==> config.mk <==
export PLATFORM = sky130hd
export DESIGN_NAME = io_bridge
export DESIGN_NICKNAME = d
export VERILOG_FILES = /design/src/rtl/io_pkg.sv /design/src/rtl/io_bridge_sync_fifo.sv /design/src/rtl/io_bridge.sv
export SDC_FILE = /design/constraint.sdc
export NUM_CORES = 1
export LEC_CHECK = 0
export CELL_PAD_IN_SITES_DETAIL_PLACEMENT = 1
export CELL_PAD_IN_SITES_GLOBAL_PLACEMENT = 1
export CORE_MARGIN = 1
export CORE_UTILIZATION = 42
export DETAILED_ROUTE_END_ITERATION = 6
export PLACE_DENSITY_LB_ADDON = 0.1
export SLEW_MARGIN = 0
export SYNTH_ARGS = -nofsm -noshare
export SYNTH_HDL_FRONTEND = slang
export SYNTH_SLANG_ARGS = --single-unit
==> constraint.sdc <==
create_clock -name clk -period 3.1 [get_ports clk]
set_input_delay 0.775 -clock clk [delete_from_list [all_inputs] [get_ports clk]]
set_output_delay 0.775 -clock clk [all_outputs]
set_load 0.05 [all_outputs]
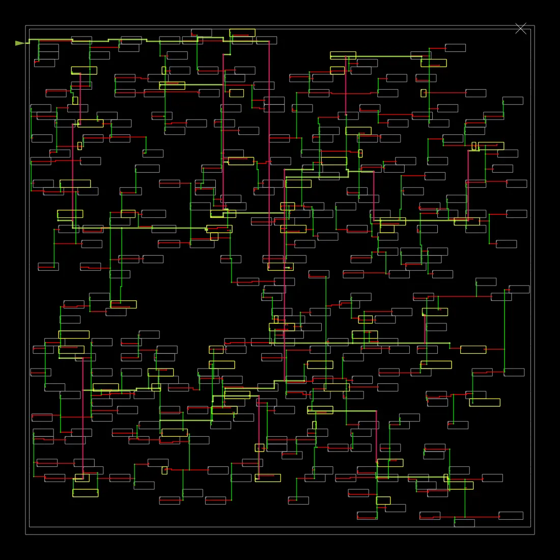
*Clock wiring as the flow saved it*
flip-flops: 285
Clock net power: 4.33 mW

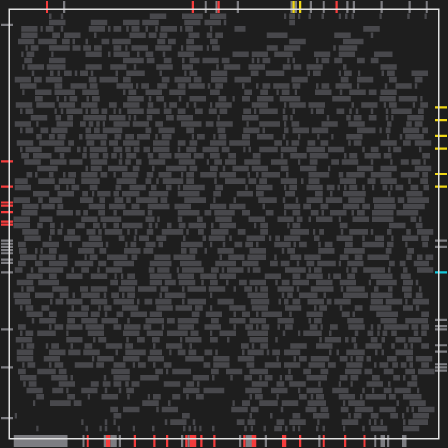
*I/O pins on the die edge*
Pins as bars across the die edge, other pins in gray.
`tx_data` -> yellow  # pins 8, direction output, edge 6 right, 2 top
`out_stall` -> cyan  # pins 1, direction output, edge right
`in_data` -> red  # pins 32, direction output, edge 21 bottom, 7 left, 4 top
all pins by edge = 66 bottom, 19 left, 19 top, 17 right
Die W: 184 um
Port Buf Inserts: 51
die extent in y: 184 um

==> job_summary.md <==
## Implementation flow summary

| Metric | Value |
|---|---|
| Maxcap violations | 0 |
| Total number of vias | 9467 |
| Worst hold path type | flop to flop |
| Clock transition at path regs | 60 ps |
| Crit path DRT | 2320 ps |
| Synth Flop Type | dfxtp_1 |
| Most area-hungry cell type in the Yosys netlist | dfxtp_1 |
| Slew HR | 0.279 |
| Worst setup EP type | output pin |
| Registers, synthesis | 285 |
| Crit share post-route | 0.997 |
| CTS tree | done |
| Placer's final routability congestion estimate | 0.762 |
| Yosys Instances | 1284 |
| Fmax | 0.324 GHz |
| Cell area leaders | dfxtp_1 41%, mux2i_1 20%, mux4_2 9.1% |
| FP Core Util | 0.427 |
| Minimum clock period | 3090 ps |
| Layout Utilization | 0.517 |
| Tool warnings | 58 |
| Final WS setup | 9.41 ps |
| H-tree depth | 2 |
| Synth-to-Final Area Change | 21.3% |
| Drt via density | 5.26 |
| Num CTS Buffers | 35 |
| Clock root cell | clkbuf_16 |
| Top cells by count | 285 x dfxtp_1, 284 x nor2_1, 275 x mux2i_1, 58 x buf_4, 56 x mux4_2 |
| Yosys chip area | 13800 um^2 |
| EDFF count, synth | 0 |
| Placed cell count | 1722 |
| CP Launch Type | flop |
| Critical path data arrival time | 2320 ps |
| Number of global-route vias before repair | 9954 |
| Final std cells w/o fill | 1799 |
| Total track usage | 0.222 |
| Final Skew | 24.0 ps |
| Worst VDD drop | 0.000436 V |
| Hold Vio Cnt, Final | 0 |
| Crit path max fanout | 6 |
| Failing checks | design-rule violations |
| Clk buf depth | 3 |
| Mapped cell area | 13800 um^2 |
| Final #Nets | 1397 |
| Area leader share | 0.412 |
| Final Power | 10.9 mW |
| Gr ovfl total | 0 |
| Reg2Reg Depth | 7 |
| Worst Max-Slew Pin Slew | 1080 ps |
| Flop-to-flop setup slack | 540 ps |
| Yosys top cell by instances | dfxtp_1 |
| Setup tns final | 0 ps |
| # DRC | 1 |
| Leak pwr | 7.66 nW |
| HPWL Detailed | 23200 um |
| Drt initial violations | 368 |
| Antenna fix cells | 0 |
| First-pass GRT wire length | 57400 um |
| Mean Syn Cell Area | 10.8 um^2 |
| Drt total wl | 36600 um |
| Hold depth | 2 |
| DP Worst Slack | 11.3 ps |
| Die area | 33700 um^2 |
| Kind of critical path | flop to output pin |
| FILL cells | 3426 |
| Site Rows | 66 |
| Async set-reset flop share out of synthesis | 0 |
| Status | finished, violations left |
| Fraction of layout cells with a size suffix above 1 | 0.227 |
| Core ar. | 32500 um^2 |
| Initial antenna violation count | 0 |
where the power goes:
part           total (mW)  switching, mW  internal (mW)
registers            3.81         0.0630           3.74
clock network        4.33           1.60           2.73
logic                2.73           1.61           1.13
stage by stage:
stage | cell area, um^2 | hold slack (ps)
3_5_place_dp | 15000 | 482
2_1_floorplan | 14100 | 438
3_3_place_gp | 15000 | 469
4_1_cts | 16600 | 494
6_report | 16800 | 489
5_1_grt | 16800 | 522
layout by cell type (no fill, tap or decap), types with 4 or more instances in the layout:
master / instances
a21oi_1: 9
a211oi_4: 6
inv_1: 12
nand2_2: 4
mux2i_1: 274
nor2b_1: 4
nor2_1: 278
xor2_1: 9
nand2_1: 35
mux4_2: 56
buf_6: 6
clkbuf_8: 10
nor2_2: 6
inv_2: 5
dfxtp_1: 276
ha_1: 14
a31oi_1: 7
nand2_4: 4
conb_1: 45
a211oi_1: 9
o21ai_0: 5
clkbuf_16: 37
ha_4: 4
dfxtp_4: 5
o211ai_1: 6
xnor2_1: 9
clkbuf_1: 7
o2111ai_4: 28
clkdlybuf4s50_1: 21
dfxtp_2: 4
buf_4: 41
mux2_4: 4
mux2_2: 4
and3_1: 7
buf_12: 31
bufinv_16: 4
clkinv_2: 4
a21oi_4: 8
o22ai_2: 6
kinds of logic (layout without fill, tap and decap cells):
logic type / Yosys count / in the layout / share of synthesized area
other: 1 / 45 / 0.000271
AOI/OAI and AO/OA: 100 / 100 / 0.0880
and+or+nand+nor: 358 / 358 / 0.104
adders and majority gates: 20 / 20 / 0.0192
DFF: 285 / 285 / 0.412
muxes: 339 / 339 / 0.296
buffers and inverters: 158 / 187 / 0.0645
xor gates and xnor gates: 23 / 23 / 0.0151
metal layers:
| layer | GRT usage | routed length (um) | share of wire | vias to the layer above |
|---|---|---|---|---|
| met2 | 0.402 | 19000 | 0.52 | 129 |
| li1 | - | - | - | 4515 |
| met3 | 0.0263 | 920 | 0.025 | 51 |
| met1 | 0.273 | 15900 | 0.43 | 4772 |
| met5 | 0 | 0 | 0 | - |
| met4 | 0.0687 | 833 | 0.023 | 0 |
layout make-up:
| class | count | area [um^2] | area share |
|---|---|---|---|
| clock buffer | 53 | 1080 | 0.0641 |
| clock inverter | 10 | 160 | 0.00954 |
| inverter | 19 | 72.6 | 0.00432 |
| multi-input combinational | 885 | 7870 | 0.469 |
| sequential | 285 | 5730 | 0.341 |
| tap | 442 | 553 | 0.0329 |
| timing repair buffer | 105 | 1330 | 0.0792 |
worst max-delay path, cell delays in order (launching register included):
cell and delay [ps]:
dfxtp_4 420, buf_12 150, mux4_2 560, a311oi_4 400, a21oi_4 100, buf_12 160
repair_timing:
action | 4_1_cts | 5_1_grt
gates resized | 62 | 30
cloned | 4 | 0
setup endpoints to repair | 20 | 20
buffers inserted | 11 | 6
pin swaps | 8 | 13
No activity file was given, so power comes from the tool's default toggle rates.
